<file path="src/rtl/snn_input_loader.sv">
// Receives a packed 28x28 binary image byte by byte, unpacks it LSB-first into
// a 784x1 pixel memory, then hands the image to the SNN core and serves its reads.
module snn_input_loader #(
  parameter int N_PIXELS = 784,
  parameter int N_BYTES  = 98
) (
  input  logic       clk,
  input  logic       rst,
  input  logic       rx_rdy,
  input  logic [7:0] rx_data,
  output logic       clr_rx_rdy,
  input  logic [9:0] addr_input_unit,
  output logic       q_input,
  output logic       start,
  input  logic       core_done,
  output logic       busy,
  output logic [1:0] state_o
);

  typedef enum logic [1:0] {
    LOAD      = 2'd0,
    UNPACK    = 2'd1,
    START     = 2'd2,
    WAIT_CORE = 2'd3
  } state_t;

  state_t     state_q, state_d;
  logic [6:0] byte_cnt_q, byte_cnt_d;
  logic [2:0] bit_cnt_q, bit_cnt_d;
  logic [7:0] sreg_q, sreg_d;
  logic       busy_q, busy_d;
  logic       q_q;
  logic       mem_we;
  logic       clr_c;
  logic [9:0] wr_addr;

  logic mem [N_PIXELS];

  // Pixel address is byte_cnt*8 + bit_cnt, which is just the concatenation.
  assign wr_addr = {byte_cnt_q, bit_cnt_q};

  always_ff @(posedge clk or posedge rst) begin
    if (rst) begin
      state_q    <= LOAD;
      byte_cnt_q <= '0;
      bit_cnt_q  <= '0;
      sreg_q     <= '0;
      busy_q     <= 1'b0;
    end else begin
      state_q    <= state_d;
      byte_cnt_q <= byte_cnt_d;
      bit_cnt_q  <= bit_cnt_d;
      sreg_q     <= sreg_d;
      busy_q     <= busy_d;
    end
  end

  // Receiver handshake: rx_rdy is a level meaning a byte is pending on rx_data;
  // clr_rx_rdy is high for the single cycle in which that byte is consumed, and
  // the byte counts as taken on the rising edge that ends that cycle.
  always_comb begin
    state_d    = state_q;
    byte_cnt_d = byte_cnt_q;
    bit_cnt_d  = bit_cnt_q;
    sreg_d     = sreg_q;
    busy_d     = busy_q;
    clr_c      = 1'b0;
    start      = 1'b0;
    mem_we     = 1'b0;
    case (state_q)
      LOAD: begin
        if (rx_rdy) begin
          clr_c   = 1'b1;
          sreg_d  = rx_data;
          busy_d  = 1'b1;
          state_d = UNPACK;
        end
      end
      UNPACK: begin
        mem_we    = 1'b1;
        sreg_d    = {1'b0, sreg_q[7:1]};
        bit_cnt_d = bit_cnt_q + 3'd1;
        if (bit_cnt_q == 3'd7) begin
          bit_cnt_d = 3'd0;
          if (byte_cnt_q == 7'(N_BYTES - 1)) begin
            state_d = START;
          end else begin
            byte_cnt_d = byte_cnt_q + 7'd1;
            state_d    = LOAD;
          end
        end
      end
      START: begin
        start      = 1'b1;
        byte_cnt_d = '0;
        state_d    = WAIT_CORE;
      end
      WAIT_CORE: begin
        if (core_done) begin
          busy_d  = 1'b0;
          state_d = LOAD;
        end
      end
      default: state_d = LOAD;
    endcase
  end

  // Never consume a pending byte while reset holds the machine.
  assign clr_rx_rdy = clr_c & ~rst;

  always_ff @(posedge clk) begin
    if (mem_we) mem[wr_addr] <= sreg_q[0];
  end

  always_ff @(posedge clk or posedge rst) begin
    if (rst) q_q <= 1'b0;
    else     q_q <= (addr_input_unit < 10'(N_PIXELS)) ? mem[addr_input_unit] : 1'b0;
  end

  assign q_input = q_q;
  assign busy    = busy_q;
  assign state_o = state_q;

endmodule
</file>
<file path="config.mk">
export PLATFORM = sky130hd
export DESIGN_NAME = snn_input_loader
export DESIGN_NICKNAME = d
export VERILOG_FILES = /design/src/rtl/snn_input_loader.sv
export SDC_FILE = /design/constraint.sdc
export NUM_CORES = 1
export LEC_CHECK = 0
export ABC_AREA = 1
export CAP_MARGIN = 0
export CORE_MARGIN = 5
export CORE_UTILIZATION = 46
export CTS_CLUSTER_DIAMETER = 100
export CTS_CLUSTER_SIZE = 16
export DETAILED_ROUTE_END_ITERATION = 7
export PLACE_DENSITY = 0.58
export SLEW_MARGIN = 0
export SYNTH_ARGS = -nofsm -noshare
export SYNTH_HDL_FRONTEND = slang
export SYNTH_SLANG_ARGS = --single-unit
</file>
<file path="constraint.sdc">
create_clock -name clk -period 17.3 [get_ports clk]
set_clock_uncertainty 0.1 [all_clocks]
set_input_delay 1.73 -clock clk [delete_from_list [all_inputs] [get_ports clk]]
set_output_delay 1.73 -clock clk [all_outputs]
set_load 0.01 [all_outputs]
</file>
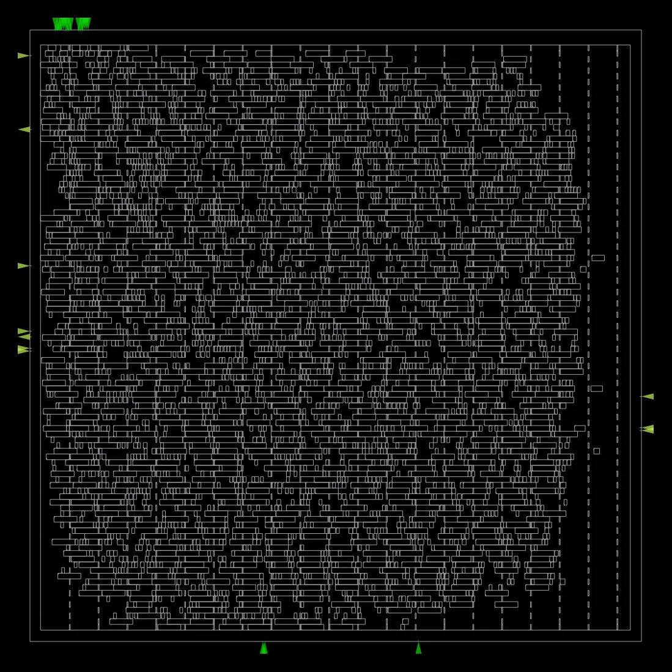
Figure 1: placement view.
Std-Cell Core Area: 79100 um^2
flip-flops: 806

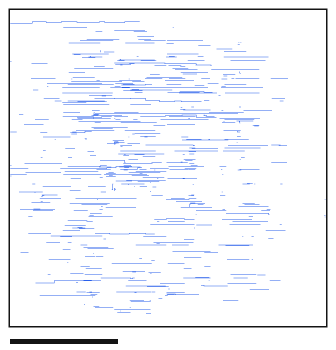
Figure 2: the metal 3 layer.
The bar under the picture is 100 um long.
161 nets have wire on it. The wires run mostly horizontal. The longest straight run is 132 um.
global routing met3 resource utilization: 0.0293
via count: 26600
Post-Route WL: 107 mm

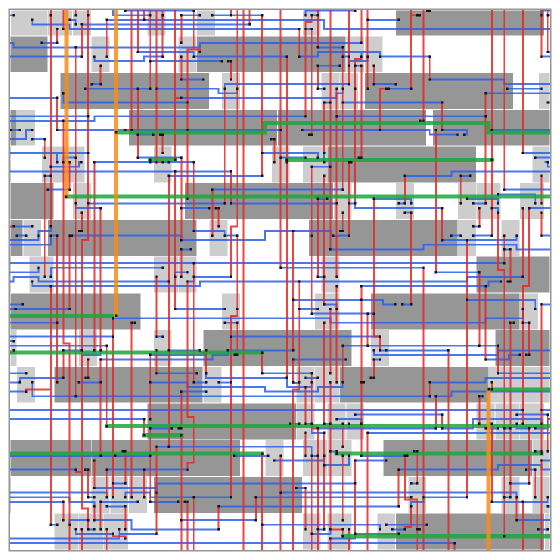
Figure 3: a small window of the routed layout.
Region (126, 68) to (166, 108) um. Cells in gray, sequential cells in the stronger gray; small squares are vias.
Key: orange = metal 4; green = metal 3; red = metal 2; blue = metal 1
Sequential cells in the window: 22. 89 logic cells have their middle in the window. Most frequent: nor2_1 (25), nand2_1 (22), edfxtp_1 (22). Netlist names of flops here include mem (22).

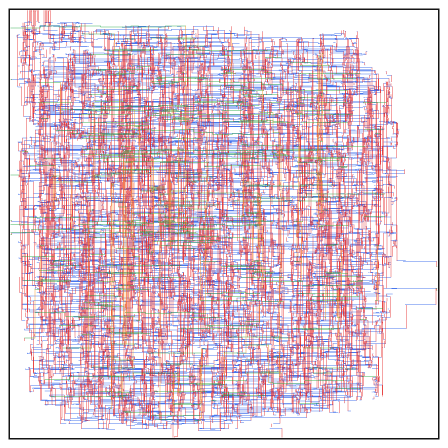
Figure 4: wiring by layer.
Key: red = metal 2 [wire length 51.2 mm]; blue = metal 1 [wire length 45.6 mm]; orange = metal 4 [wire length 3290 um]; green = metal 3 [wire length 7120 um]

==> results.yml <==
# generated from flow reports
flow_run:
  count_of_tool_warnings: 46
worst_setup_path:
  timing.critical_path.fanout_max: 149
  cpPeakStageDelay_ns: 0.91
  worstPathCellList: "buf_8, clkinv_8, buf_4, buf_4, buf_4, nand2_1, nand3_1, nand3_1, nand2_1, nand2_1, nand3_1, nand3_1, nand3_1, nand2_1, nand2_1, nor2_1, nand2_1, nand2_1, a21oi_1"
  reg2reg_slack_ns: 13.51
  timing.critical_path.to_type: "flip-flop"
  critical_path_required_ns: 17.78
  worst-r2r-cell-count: 3
  critical_path_arrival_ns: 6.38
  crit_family: "buffers and inverters"
  critPathLaunchType: "input port"
  critPathKind: "input port to flip-flop"
  crit_top_cell: "sky130_fd_sc_hd__nand2_1"
floorplan:
  die_height_um: 293
  fp.dieW_um: 293
  dieArea_um2: 85700
  io_pins: 28
route:
  route.detailed.vias_per_inst: 5.68
  remaining_drc_errors: 0
  drt_pre_antenna_iters: 5
  wl_per_cell_um: 22.9
  drt_iter0_markers: 2845
cts:
  numCtsBuffers: 56
  tritoncts: "built"
  clock_latency_ns: 0.64
  htree_levels: 2
  postCtsHoldBufs: 0
  clkTransAtPathRegs_ns: 0.08
  cts_buffer_depth: 3
  cts_setup_buffers: 0
global_routing:
  groute.usage.overall: 0.244
  grt.overflow.total: 0
  grt_antenna_before_repair: 1
  grt_start_max_net_pins: 268
  grt_first_pass_wirelength_mm: 160
  via_count_of_the_first_global_routing_pass: 25100
cells_and_area:
  nFillCells: 7492
  antenna_cells_inserted: 0
  finish.net_count: 3647
  regArea_um2: 24100
  comb_area_um2: 10700
synthesis:
  ys_seq_elements: 806
  edf_count: 784
  synth.area.top_cells: "sky130_fd_sc_hd__edfxtp_1 64%, sky130_fd_sc_hd__nor2_1 11%, sky130_fd_sc_hd__nand2_1 7.4%"
  synth-cells-yosys: 3776
  synth.most_common_cell: "sky130_fd_sc_hd__nor2_1"
  syn-instance-count: 3776
  postSynth.asyncResetShare: 0.0273
  synth.top_cell.area_share: 0.640
  synth_sequential_area_ratio: 0.655
  common_cells: "1074 x sky130_fd_sc_hd__nor2_1, 784 x sky130_fd_sc_hd__edfxtp_1, 725 x sky130_fd_sc_hd__nand2_1"
  synthesis_area_per_yosys_um2: 36800
final_timing:
  hold_slack_ns: 0.414
  setup_violations: 0
  unrepaired_setup_endpoints_after_global_routing: "no"
  worst_slew_margin_rel: 0.184
  finalSetupTns_ns: 0
  worst_tran_pin_value_ns: 1.22
power:
  ir_drop_mv: 0.0912
  p_leak_nw: 13.0
worst_hold_path:
  hold_path_end: "busy$_DFFE_PP0P_"
  hp-class: "flip-flop to flip-flop"
placed_design:
  gp_routability_congestion: 0.803
  hpwl_mm: 52.7
run_status:
  status: "finished, final reports clean"
## registers in the layout, indices dropped and copies added (netlist names), named ones only
signal / cells
bit_cnt_q: 3
mem: 784
q_input: 1
busy: 1
sreg_q: 8
state_o: 1
byte_cnt_q: 7
## cell families (layout without fill, tap and decap cells)
kind of cell    Yosys count  after routing  synth area share
simple gates           2232           2232             0.243
flops                   806            806             0.655
buf+inv                 440            292            0.0542
compound gates          289            289            0.0449
fa+ha+maj                 9              9           0.00306
## worst register-to-register path, delay by kind of cell, from the launching register on
| family | cells | cell delay (ns) |
|---|---|---|
| buf+inv | 3 | 2.39 |
| flops | 1 | 0.85 |
## area by class of cell
type | instances | share of cell area
clock buffers | 69 | 0.0378
clock inverters | 1 | 0.000290
inverters | 138 | 0.0138
multi-input cells | 2530 | 0.275
flip-flops and latches | 806 | 0.620
well taps | 1050 | 0.0338
repair buffers | 84 | 0.0193
## cell usage in the layout, fill, tap and decap left out, drive strengths merged, types with 3 or more instances in the layout
master,instances
a221oi,6
nand2,725
o221ai,8
ha,9
clkdlybuf4s50,23
clkbuf,70
nand3,415
clkinv,3
o211ai,52
dfrtp,22
o31ai,4
inv,136
a21oi,25
nor3,13
buf,60
edfxtp,784
o21ai,189
nor2,1077
## per-stage QoR
stage               power (mW)  instances  setup WS, ns  instance area (um^2)
floorplan                 3.02       3776          6.03                 36800
global placement          3.12       4608         10.76                 37400
detailed placement        3.12       4608         10.73                 37400
CTS                       4.34       4678         11.42                 38900
global route              4.47       4678         11.12                 38900
finish                    4.32       4678         11.40                 38900
## per-layer routing
layer | vias to the layer above | share of wire | track usage | routed length [um]
met5 | - | 0 | 0 | 0
met4 | 0 | 0.031 | 0.0690 | 3290
met3 | 163 | 0.066 | 0.0293 | 7120
met2 | 878 | 0.48 | 0.409 | 51200
met1 | 13300 | 0.43 | 0.340 | 45600
li1 | 12200 | - | - | -
## worst max-delay path by stage
stage / start / end / slack, ns / depth (start not counted)
floorplan: sreg_q[0]$_DFFE_PP0P_ / mem[0]$_DFFE_PP_ / 6.03 / 0
global placement: addr_input_unit[0] / q_input$_DFF_PP0_ / 10.76 / 19
detailed placement: addr_input_unit[0] / q_input$_DFF_PP0_ / 10.73 / 19
CTS: addr_input_unit[0] / q_input$_DFF_PP0_ / 11.42 / 19
global route: addr_input_unit[0] / q_input$_DFF_PP0_ / 11.12 / 19
finish: addr_input_unit[0] / q_input$_DFF_PP0_ / 11.40 / 19
## where the power goes
part	leakage, nW	switching (mW)	internal (mW)
clock	0.723	0.650	0.591
sequential	7.22	0.0327	2.39
combinational	5.05	0.549	0.108
Power is estimated from default activity; no workload was simulated.
